===== config.mk =====
export PLATFORM = sky130hd
export DESIGN_NAME = ifu_fetch
export DESIGN_NICKNAME = d
export VERILOG_FILES = /design/src/rtl/ifu_pkg.sv /design/src/rtl/ifu_fifo.sv /design/src/rtl/ifu_fetch.sv
export SDC_FILE = /design/constraint.sdc
export NUM_CORES = 1
export LEC_CHECK = 0
export CORE_MARGIN = 5
export CORE_UTILIZATION = 30
export CTS_BUF_LIST = sky130_fd_sc_hd__clkbuf_8
export CTS_CLUSTER_SIZE = 28
export DETAILED_ROUTE_END_ITERATION = 7
export PLACE_DENSITY = 0.55
export SLEW_MARGIN = 15
export SYNTH_ARGS = -nofsm -noshare
export SYNTH_HDL_FRONTEND = slang
export SYNTH_SLANG_ARGS = --single-unit

===== constraint.sdc =====
create_clock -name clk -period 9.45 [get_ports clk]
set_clock_uncertainty 0.2 [all_clocks]
set_input_delay 2.835 -clock clk [delete_from_list [all_inputs] [get_ports clk]]
set_output_delay 2.835 -clock clk [all_outputs]
set_load 0.01 [all_outputs]

===== src/rtl/ifu_pkg.sv =====
// Shared types, widths and helpers for the instruction fetch unit.
// Optional perf counters in ifu_fetch are enabled with IFU_PERF_CNT_EN.
package ifu_pkg;

    localparam int unsigned IFU_AW = 16;
    localparam int unsigned IFU_IW = 32;
    localparam logic [IFU_AW-1:0] IFU_RESET_PC = 16'h0000;

    typedef struct packed {
        logic [IFU_AW-1:0] pc;
        logic [IFU_IW-1:0] ins;
    } fetch_ent_t;

    function automatic logic [IFU_AW-1:0] pc_next(input logic [IFU_AW-1:0] pc);
        return pc + IFU_AW'(4);
    endfunction

endpackage


===== src/rtl/ifu_fifo.sv =====
// Small circular fetch queue; flush wins over push. When empty, the head output
// keeps showing the last entry that was presented.
module ifu_fifo
    import ifu_pkg::*;
#(
    parameter int unsigned DEPTH = 2,
    localparam int unsigned PW = (DEPTH > 1) ? $clog2(DEPTH) : 1,
    localparam int unsigned CW = $clog2(DEPTH + 1)
) (
    input  logic          clk,
    input  logic          rstn,
    input  logic          push,
    input  fetch_ent_t    din,
    input  logic          pop,
    input  logic          flush,
    output logic [CW-1:0] count,
    output logic          empty,
    output logic          full,
    output fetch_ent_t    head
);

    fetch_ent_t    mem [DEPTH];
    fetch_ent_t    last_q;
    logic [PW-1:0] rd_q;
    logic [PW-1:0] wr_q;
    logic [CW-1:0] count_q;

    function automatic logic [PW-1:0] ptr_inc(input logic [PW-1:0] p);
        return (p == PW'(DEPTH - 1)) ? '0 : p + PW'(1);
    endfunction

    assign count = count_q;
    assign empty = (count_q == '0);
    assign full  = (count_q == CW'(DEPTH));
    assign head  = empty ? last_q : mem[rd_q];

    always_ff @(posedge clk or posedge rstn) begin
        if (rstn) begin
            rd_q    <= '0;
            wr_q    <= '0;
            count_q <= '0;
            last_q  <= '0;
        end else begin
            if (!empty) begin
                last_q <= mem[rd_q];
            end
            if (flush) begin
                rd_q    <= '0;
                wr_q    <= '0;
                count_q <= '0;
            end else begin
                if (push) wr_q <= ptr_inc(wr_q);
                if (pop)  rd_q <= ptr_inc(rd_q);
                count_q <= count_q + CW'(push) - CW'(pop);
            end
        end
    end

    // Storage needs no reset: it is only observed through the count.
    always_ff @(posedge clk) begin
        if (push && !flush) begin
            mem[wr_q] <= din;
        end
    end

endmodule


===== src/rtl/ifu_fetch.sv =====
// Instruction fetch stage: drives the sync instruction SRAM, queues returned words
// and hands {pc, ins} to exe. IFU_PERF_CNT_EN adds perf_fetch/perf_flush counters.
module ifu_fetch
    import ifu_pkg::*;
#(
    parameter int unsigned   AW       = IFU_AW,
    parameter int unsigned   DEPTH    = 2,
    parameter logic [AW-1:0] RESET_PC = IFU_RESET_PC
) (
    input  logic          clk,
    input  logic          rstn,
    output logic [AW-1:0] ins_a,
    output logic          ins_e,
    input  logic [31:0]   ins,
    input  logic          br_vld,
    input  logic [AW-1:0] br_pc,
    output logic          ifu_vld,
    output logic [AW-1:0] ifu_pc,
    output logic [31:0]   ifu_ins,
    input  logic          ifu_rdy
`ifdef IFU_PERF_CNT_EN
    ,
    output logic [31:0]   perf_fetch,
    output logic [31:0]   perf_flush
`endif
);

    localparam int unsigned CW = $clog2(DEPTH + 1);

    logic [AW-1:0] pc_q;
    logic [AW-1:0] resp_pc_q;
    logic          resp_vld_q;
    logic [CW-1:0] count;
    logic          empty;
    logic          full;
    logic          deq;
    logic          push;
    logic          credit;
    fetch_ent_t    din;
    fetch_ent_t    head;
    logic          unused_br_lsb;

    assign unused_br_lsb = ^br_pc[1:0];

    assign ifu_vld = !empty;
    assign ifu_pc  = head.pc;
    assign ifu_ins = head.ins;
    assign deq     = ifu_vld & ifu_rdy;
    // A response arriving in a redirect cycle belongs to the old path.
    assign push    = resp_vld_q & ~br_vld;
    assign din     = '{pc: resp_pc_q, ins: ins};
    // Queue slots plus the in-flight word must never exceed DEPTH.
    assign credit  = (32'(count) + 32'(resp_vld_q)) < DEPTH;

    always_comb begin
        ins_a = RESET_PC;
        ins_e = 1'b0;
        if (!rstn) begin
            ins_a = br_vld ? {br_pc[AW-1:2], 2'b00} : pc_q;
            ins_e = credit | deq | br_vld;
        end
    end

    always_ff @(posedge clk or posedge rstn) begin
        if (rstn) begin
            pc_q       <= RESET_PC;
            resp_vld_q <= 1'b0;
            resp_pc_q  <= RESET_PC;
        end else begin
            if (ins_e) begin
                pc_q <= pc_next(ins_a);
            end
            resp_vld_q <= ins_e;
            resp_pc_q  <= ins_a;
        end
    end

    ifu_fifo #(
        .DEPTH (DEPTH)
    ) u_fifo (
        .clk   (clk),
        .rstn  (rstn),
        .push  (push),
        .din   (din),
        .pop   (deq),
        .flush (br_vld),
        .count (count),
        .empty (empty),
        .full  (full),
        .head  (head)
    );

    a_no_overflow: assert property (@(posedge clk) disable iff (rstn)
        !(push && full && !deq && !br_vld));

`ifdef IFU_PERF_CNT_EN
    always_ff @(posedge clk or posedge rstn) begin
        if (rstn) begin
            perf_fetch <= '0;
            perf_flush <= '0;
        end else begin
            perf_fetch <= perf_fetch + 32'(deq);
            if (br_vld) begin
                perf_flush <= perf_flush + 32'(count) + 32'(resp_vld_q);
            end
        end
    end
`endif

endmodule

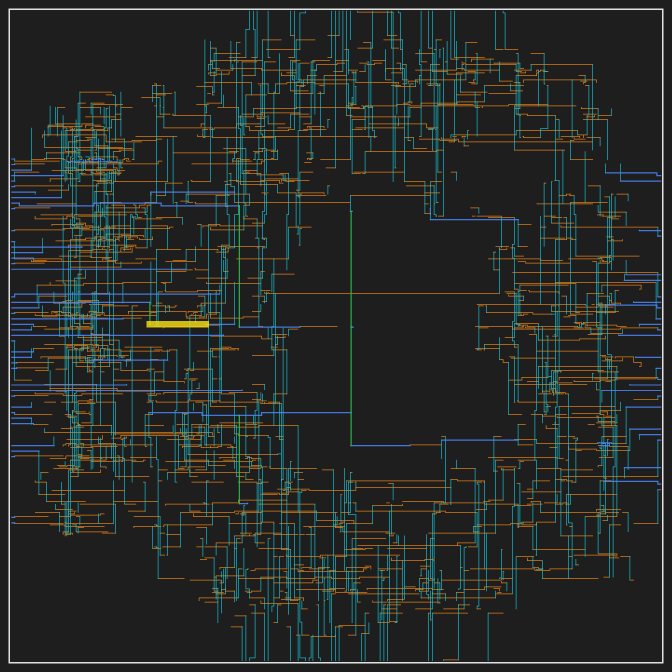
wires.png
metal 4 -> green  # wire length 115 um
metal 1 -> orange  # wire length 6210 um
metal 2 -> cyan  # wire length 6700 um
metal 3 -> blue  # wire length 844 um
metal 5 -> yellow  # wire length 13.8 um
final wirelength: 13.9 mm
Vias: 3938

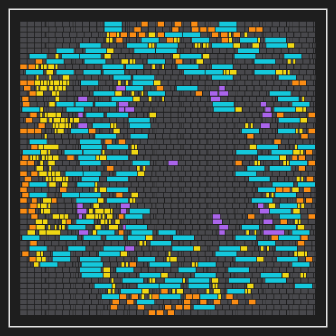
placement_by_type.png
Fill, decap, tap and diode cells in gray.
remaining buffers and delay cells -> orange  # cells 121
clock drivers and dummy loads -> purple  # cells 32
sequential cells -> cyan  # cells 181
combinational and other logic -> yellow  # cells 264

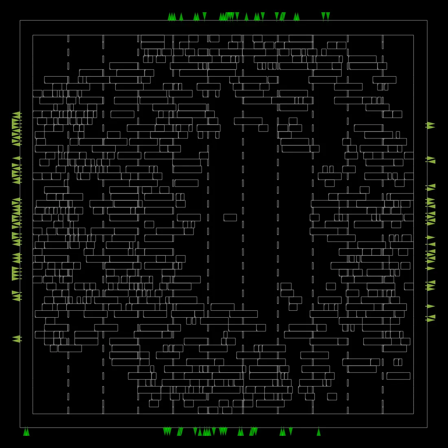
placement.png
Well-Tap Cells: 285
flop count: 181
fin util: 38.5%
core area: 22500 um^2

==> results.tsv <==
stage	metric	value	unit
run_status	status	completed	
global_routing	global-route met1 utilization	13.8	%
synth	ys async rst share	47.0	%
timing	Setup Viol. Count Final	0	
pwr	Pwr Total	2.50	mW
place	Placer Congestion	0.807	
finish	Top Registers	u_fifo.mem: 96 flops, u_fifo.last_q: 48 flops	
timing	Tcrit/Tclk final	85.0	%
global_routing	Global Route met2 Usage	18.2	%
worst_setup_path	Crit. Startpoint	rstn	
finish	Final Cell Area	8670	um^2
synth	Netlist cell types	33	
global_routing	antenna violations before repair	1	
pwr	Clk power	513	uW
finish	most numerous logic cells after layout	115 x clkdlybuf4s50_1, 96 x edfxtp_1, 84 x dfrtp_1, 77 x nor2_1	
global_routing	GRT Max-Usage Layer	met2	
worst_setup_path	WS Path Type	in -> out	
finish	count of non-CTS buffers in the layout	121	
timing	Slew HR	27.5	%
worst_setup_path	crit start category	input pin	
timing	RSZ-0062 raised after global routing	false	
clock_network	root buffer cell	clkbuf_8	
worst_setup_path	CP Cell Sequence	clkdlybuf4s50_1, buf_4, inv_4, and2_1, clkdlybuf4s50_1	
floorplanning	num rows	55	
finish	Biggest register	u_fifo.mem	
route	DRC violations left	0	
synth	main logic family after synthesis	multiplexers	
global_routing	first-pass GRT wire length	22.7	mm
timing	top achievable clock speed	125	MHz
Power is estimated from default activity; no workload was simulated.
